### src/rtl/uart_rx_if.sv
// Serial receiver bus: line/tick inputs plus received byte, strobe and status.
// slave = receiver side, master = line driver / byte consumer side.
interface uart_rx_if;
   logic       sample_tick;
   logic       rx;
   logic [7:0] data_out;
   logic       valid;
   logic       parity_err;
   logic       frame_err;
   logic       busy;

   modport slave (
      input  sample_tick, rx,
      output data_out, valid, parity_err, frame_err, busy
   );

   modport master (
      output sample_tick, rx,
      input  data_out, valid, parity_err, frame_err, busy
   );
endinterface

### src/rtl/uart_rx.sv
// UART receiver: 11-bit frames (start, 8 data LSB first, even parity, stop),
// oversampled by an external sample_tick. Returns to IDLE at mid-stop bit so
// back-to-back frames are accepted.
// Optional feature macro: UART_RX_PARITY_CHECK_EN (parity_err checked; else tied 0).
module uart_rx #(
   parameter int OVERSAMPLE = 16
) (
   input  logic      clk,
   input  logic      rst,
   uart_rx_if.slave  bus
);
   localparam int TW = $clog2(OVERSAMPLE);
   localparam logic [TW-1:0] MID  = TW'(OVERSAMPLE / 2 - 1);
   localparam logic [TW-1:0] LAST = TW'(OVERSAMPLE - 1);

   typedef enum logic [2:0] {IDLE, START, DATA, PARITY, STOP, BREAK} state_t;

   state_t          state, state_n;
   logic [1:0]      sync;
   logic            rx_s;
   logic [TW-1:0]   tcnt;
   logic [2:0]      bcnt;
   logic [7:0]      shreg;
   logic [7:0]      data_out_r;
   logic            valid_r;
   logic            frame_err_r;
   logic            parity_err_r;

   logic tcnt_clr, tcnt_inc, bcnt_clr, shift, par_ld, out_ld;
   logic at_mid, at_last;

   assign rx_s    = sync[1];
   assign at_mid  = bus.sample_tick && (tcnt == MID);
   assign at_last = bus.sample_tick && (tcnt == LAST);

   // Two-flop synchronizer for the asynchronous serial line, idles high.
   always_ff @(posedge clk or posedge rst) begin
      if (rst) sync <= 2'b11;
      else     sync <= {sync[0], bus.rx};
   end

   // FSM state register.
   always_ff @(posedge clk or posedge rst) begin
      if (rst) state <= IDLE;
      else     state <= state_n;
   end

   // Next-state and datapath strobes; every sample point is one tick.
   always_comb begin
      state_n  = state;
      tcnt_clr = 1'b0;
      tcnt_inc = 1'b0;
      bcnt_clr = 1'b0;
      shift    = 1'b0;
      par_ld   = 1'b0;
      out_ld   = 1'b0;
      unique case (state)
         IDLE: begin
            tcnt_clr = 1'b1;
            if (!rx_s) state_n = START;
         end
         START: begin
            if (at_mid) begin
               tcnt_clr = 1'b1;
               bcnt_clr = 1'b1;
               // A line back high at mid start bit was only a glitch.
               state_n  = rx_s ? IDLE : DATA;
            end else tcnt_inc = bus.sample_tick;
         end
         DATA: begin
            if (at_last) begin
               tcnt_clr = 1'b1;
               shift    = 1'b1;
               if (bcnt == 3'd7) state_n = PARITY;
            end else tcnt_inc = bus.sample_tick;
         end
         PARITY: begin
            if (at_last) begin
               tcnt_clr = 1'b1;
               par_ld   = 1'b1;
               state_n  = STOP;
            end else tcnt_inc = bus.sample_tick;
         end
         STOP: begin
            if (at_last) begin
               tcnt_clr = 1'b1;
               out_ld   = 1'b1;
               state_n  = rx_s ? IDLE : BREAK;
            end else tcnt_inc = bus.sample_tick;
         end
         BREAK: begin
            // Hold off until the line is released so a stuck-low line
            // does not look like a stream of start bits.
            tcnt_clr = 1'b1;
            if (rx_s) state_n = IDLE;
         end
         default: state_n = IDLE;
      endcase
   end

   // Tick and bit counters plus the LSB-first shift register.
   always_ff @(posedge clk or posedge rst) begin
      if (rst) begin
         tcnt  <= '0;
         bcnt  <= '0;
         shreg <= '0;
      end else begin
         if (tcnt_clr)      tcnt <= '0;
         else if (tcnt_inc) tcnt <= tcnt + 1'b1;
         if (bcnt_clr)      bcnt <= '0;
         else if (shift)    bcnt <= bcnt + 1'b1;
         if (shift)         shreg <= {rx_s, shreg[7:1]};
      end
   end

   // Output byte, one-cycle valid and framing flag, loaded at the stop sample.
   always_ff @(posedge clk or posedge rst) begin
      if (rst) begin
         data_out_r  <= '0;
         valid_r     <= 1'b0;
         frame_err_r <= 1'b0;
      end else begin
         valid_r <= out_ld;
         if (out_ld) begin
            data_out_r  <= shreg;
            frame_err_r <= ~rx_s;
         end
      end
   end

`ifdef UART_RX_PARITY_CHECK_EN
   logic par_bit;

   // Even parity: capture the parity bit, flag a mismatch with valid.
   always_ff @(posedge clk or posedge rst) begin
      if (rst) begin
         par_bit      <= 1'b0;
         parity_err_r <= 1'b0;
      end else begin
         if (par_ld) par_bit <= rx_s;
         if (out_ld) parity_err_r <= (par_bit != ^shreg);
      end
   end
`else
   // The parity slot is still timed by the FSM; its value is discarded.
   assign parity_err_r = 1'b0;
   logic unused_par_ld;
   assign unused_par_ld = par_ld;
`endif

   assign bus.data_out   = data_out_r;
   assign bus.valid      = valid_r;
   assign bus.frame_err  = frame_err_r;
   assign bus.parity_err = parity_err_r;
   assign bus.busy       = (state != IDLE);

endmodule

### src/flat_wrapper.sv
// flat-port wrapper written by rule: the top's interface ports become plain ports
module uart_rx_flat 
#(
   parameter int OVERSAMPLE = 16
)
  (clk, rst, bus_sample_tick, bus_rx, bus_data_out, bus_valid, bus_parity_err, bus_frame_err, bus_busy);
  uart_rx_if bus_i ();
  input  logic clk;
  input  logic rst;
  input wire logic [$bits(bus_i.sample_tick)-1:0] bus_sample_tick;
  input wire logic [$bits(bus_i.rx)-1:0] bus_rx;
  output wire logic [$bits(bus_i.data_out)-1:0] bus_data_out;
  output wire logic [$bits(bus_i.valid)-1:0] bus_valid;
  output wire logic [$bits(bus_i.parity_err)-1:0] bus_parity_err;
  output wire logic [$bits(bus_i.frame_err)-1:0] bus_frame_err;
  output wire logic [$bits(bus_i.busy)-1:0] bus_busy;
  assign bus_i.sample_tick = bus_sample_tick;
  assign bus_i.rx = bus_rx;
  assign bus_data_out = bus_i.data_out;
  assign bus_valid = bus_i.valid;
  assign bus_parity_err = bus_i.parity_err;
  assign bus_frame_err = bus_i.frame_err;
  assign bus_busy = bus_i.busy;
  uart_rx #(.OVERSAMPLE(OVERSAMPLE)) u_core (.clk(clk), .rst(rst), .bus(bus_i));
endmodule
### config.mk
export PLATFORM = sky130hd
export DESIGN_NAME = uart_rx_flat
export DESIGN_NICKNAME = d
export VERILOG_FILES = /design/src/rtl/uart_rx_if.sv /design/src/rtl/uart_rx.sv /design/src/flat_wrapper.sv
export SDC_FILE = /design/constraint.sdc
export NUM_CORES = 1
export LEC_CHECK = 0
export CAP_MARGIN = 15
export CORE_AREA = 2 2 88 48
export CTS_BUF_LIST = sky130_fd_sc_hd__clkbuf_8
export DETAILED_ROUTE_END_ITERATION = 10
export DIE_AREA = 0 0 90 50
export GPL_TIMING_DRIVEN = 0
export HOLD_SLACK_MARGIN = 0.15
export PLACE_DENSITY_LB_ADDON = 0.1
export SETUP_SLACK_MARGIN = 0.02
export SLEW_MARGIN = 20
export SYNTH_ARGS = -nofsm -noshare
export SYNTH_HDL_FRONTEND = slang
export SYNTH_SLANG_ARGS = --single-unit
export TNS_END_PERCENT = 1
### constraint.sdc
create_clock -name clk -period 1.8 [get_ports clk]
set_clock_uncertainty 0.15 [all_clocks]
set_input_delay 0.18 -clock clk [delete_from_list [all_inputs] [get_ports clk]]
set_output_delay 0.18 -clock clk [all_outputs]
set_load 0.03 [all_outputs]
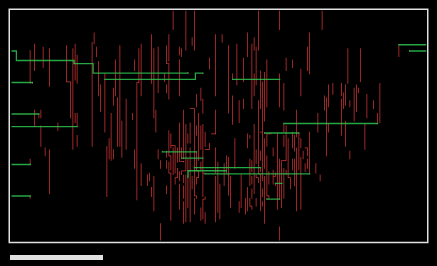
wires.png
Bar = 20 µm. Only two layers are drawn.
[green] metal 3 | wire length: 207 µm
[red] metal 2 | wire length: 1,310 µm
Vias: 1,025
gr usage total: 14.1%
DR WL/cell: 14.5 µm

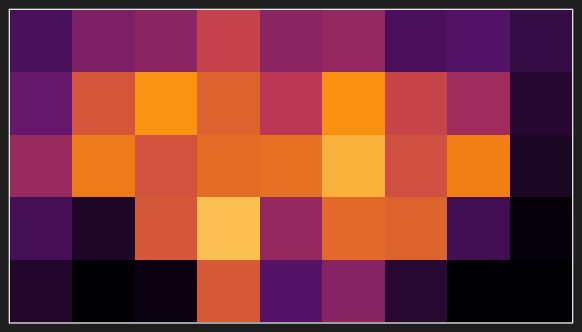
cell_density.png
The die is cut into 9 by 5 equal tiles; black is low, pale yellow is high, 0 to 100% covered.
tiles over 75% full: 8.9%
fullest tile: 86%
nearly empty tiles: 8.9%
densest ninth of the die: middle
final design utilization: 49.1%
Initial Util: 38.1%
CORE AREA: 3720 µm²

==> impl_metrics.csv <==
group,metric,value,unit
setup_path,worstPathMaxFanout,6,
global_routing,grt_max_degree,31,
yosys,ys.flops,30,
sta,timing.setup.tns,0,ps
power,p_leak,0.000871,µW
floorplanning,ioPinCount,16,
final_layout,n_antenna_cell,0,
power,p_sw_share,33.1,%
clock_tree,clockBufferDepth,2,
final_layout,fin_nets,156,
power,power,2020,µW
detailed_routing,wl,2.97,mm
yosys,synth.cell_area,1420,µm²
floorplanning,die_w,90,µm
detailed_routing,routed-wl-met3,206,µm
final_layout,lay_top_count,"dfrtp_1",
yosys,synth_warnings,0,
yosys,ys.flop_type,"dfrtp_1",
setup_path,worstPathRequired,1810,ps
setup_path,crit_arrival,1790,ps
global_routing,gr-usage-met3,5.35,%
setup_path,critPathKind,"reg -> reg",
clock_tree,clock_sinks,30,
setup_path,crit_start,"u_core.tcnt[1]$_DFFE_PP0P_",
final_layout,fillers,354,
yosys,syn_inst,121,
power,powerClk,533,µW
detailed_routing,drc,0,
yosys,area_leaders,"dfrtp_1, mux2_2, dfstp_2",
setup_path,reg2reg_depth,5,
place,placed_cells,189,
power,top_power_group,"sequential cells",
global_routing,grt.busiest_layer,"met2",
yosys,mux_area_share,14.2,%
global_routing,antenna_found_initial,0,
setup_path,path_buffers,1,
clock_tree,path_clk_slew,60,ps
yosys,synth_top_area_share,49.4,%
yosys,synth-edff-count,0,
global_routing,grt_pass1_vias,1031,
final_layout,drive_gt1_share,32.0,%
power,pwr-share-clk,26.4,%
yosys,synth_top_cell_by_count,"dfrtp_1",
job,max_cap_viol_count,0,
detailed_routing,ant_nets,0,
sta,fin_ws,18.2,ps
sta,holdWs,154,ps
worst_hold_path,hold_class,"in -> async",
power,switching_power,670,µW
sta,slew_violations,0,
setup_path,reg2reg_slack,20,ps
yosys,ys_area,1420,µm²
place,place_ws,-333,ps
yosys,synth.cells.most_frequent,"dfrtp_1, mux2_2, nor2_1",
place,hpwl,1.99,mm
setup_path,r2r-start,"u_core.tcnt[1]$_DFFE_PP0P_",
power,combPwrFrac,33.1,%
yosys,yosys_cells,121,
yosys,top_area_cell,"dfrtp_1",
yosys,async_flop_share,100,%
clock_tree,cts_tree,"built",
yosys,synthesis.nets,128,
yosys,yosys.area_share.simple,12.1,%
yosys,synthTopLogicFamily,"multiplexers",
sta,relSlewSlack,58.9,%
clock_tree,cts_hold_buf,0,
sta,fin_crit,1780,ps
sta,max_freq,561,MHz
place,placed_cell_area,1630,µm²
setup_path,path_depth,5,
yosys,synth_cell_types,39,
job,tool_warnings,28,
power,cell_internal_pwr,1350,µW
setup_path,cp_slowest_stage_delay,410,ps
sta,fin_crit_sh,99.0,%
power,pg_comb,669,µW
place,port_buffers,14,
detailed_routing,via_per_inst,5.02,
setup_path,crit_chain,"ha_4, nand4_1, nor3_4, buf_6, mux2_4",
sta,worst_slew_pin_slew,616,ps
floorplanning,num_rows,16,
detailed_routing,dr.first_iter.drc_count,57,
sta,setup_viol,0,
setup_path,end_kind,"flop",
final_layout,area_growth,28.8,%
clock_tree,cts_buffers,5,
yosys,ys_seq_share,53.1,%
setup_path,rr_endpoint,"u_core.shreg[6]$_DFFE_PP0P_",
clock_tree,h-tree-depth,2,
power,power_frac_seq,40.6,%
run_status,status,"finished clean",
final_layout,instances_no_fill,204,
detailed_routing,first_pass_iters,4,
global_routing,grt_first_pass_wirelength,4.92,mm
setup_path,critPathTopFamily,"simple AND/OR/NAND/NOR gates",
yosys,compound_area_share,10.8,%
global_routing,met2_usage,21.7,%
global_routing,gr-total-overflow,0,
yosys,post_synth_fa_ha_maj_area_fraction,2.65,%
sta,rsz0062_at_grt,"true",
global_routing,grtUsageMet1,19.3,%
power,p_per_area,1110,nW/µm²
clock_tree,clk_latency,270,ps
setup_path,start_kind,"flop",
floorplanning,dieArea,4500,µm²
setup_path,endpoint,"u_core.shreg[6]$_DFFE_PP0P_",
power,pg_seq,821,µW
final_layout,fin_area,1830,µm²
clock_tree,clock-root-buffer,"clkbuf_8",
yosys,xor_share,1.85,%
final_layout,final_cell_mix,"dfrtp_1, clkdlybuf4s50_1, mux2_2",
power,ir_drop,0.000513,V
yosys,postSynthAreaPerCell,11.7,µm²
detailed_routing,wl_met2,1.31,mm
setup_path,slowest_stage,"dfrtp_1",
place,gp_congestion,0.838,
detailed_routing,wl_met1,1.45,mm
floorplanning,chipHeight,50,µm
detailed_routing,highest_layer,"met3",
sta,final-hold-violation-count,0,
repair_timing:
item / 4_1_cts / 5_1_grt
setup endpoints to repair: 20 / 19
hold endpoints to repair: 0 / 0
cloned: 0 / 1
pin swaps: 1 / 2
resized: 10 / 13
setup buffers: 3 / 3
registers in the layout, summed over array words and instances (netlist names):
name and flops:
u_core.bus.data_out 8, u_core.shreg 8, u_core.tcnt 4, u_core.bcnt 3, u_core.state 3, u_core.sync 2, u_core.bus.frame_err 1, u_core.bus.valid 1
layout make-up:
class                   count  area (µm²)  share of cell area, %
plain buffers               8        70.1                   3.83
clock buffers               6        82.6                   4.52
clock inverters             2        7.51                  0.411
inverters                   4        15.0                  0.821
multi-input cells          79         639                   35.0
flip-flops and latches     30         754                   41.3
well taps                  54        67.6                   3.70
repair buffers             21         191                   10.5
Power figures rest on the tool's default switching activity, not on a simulated workload.
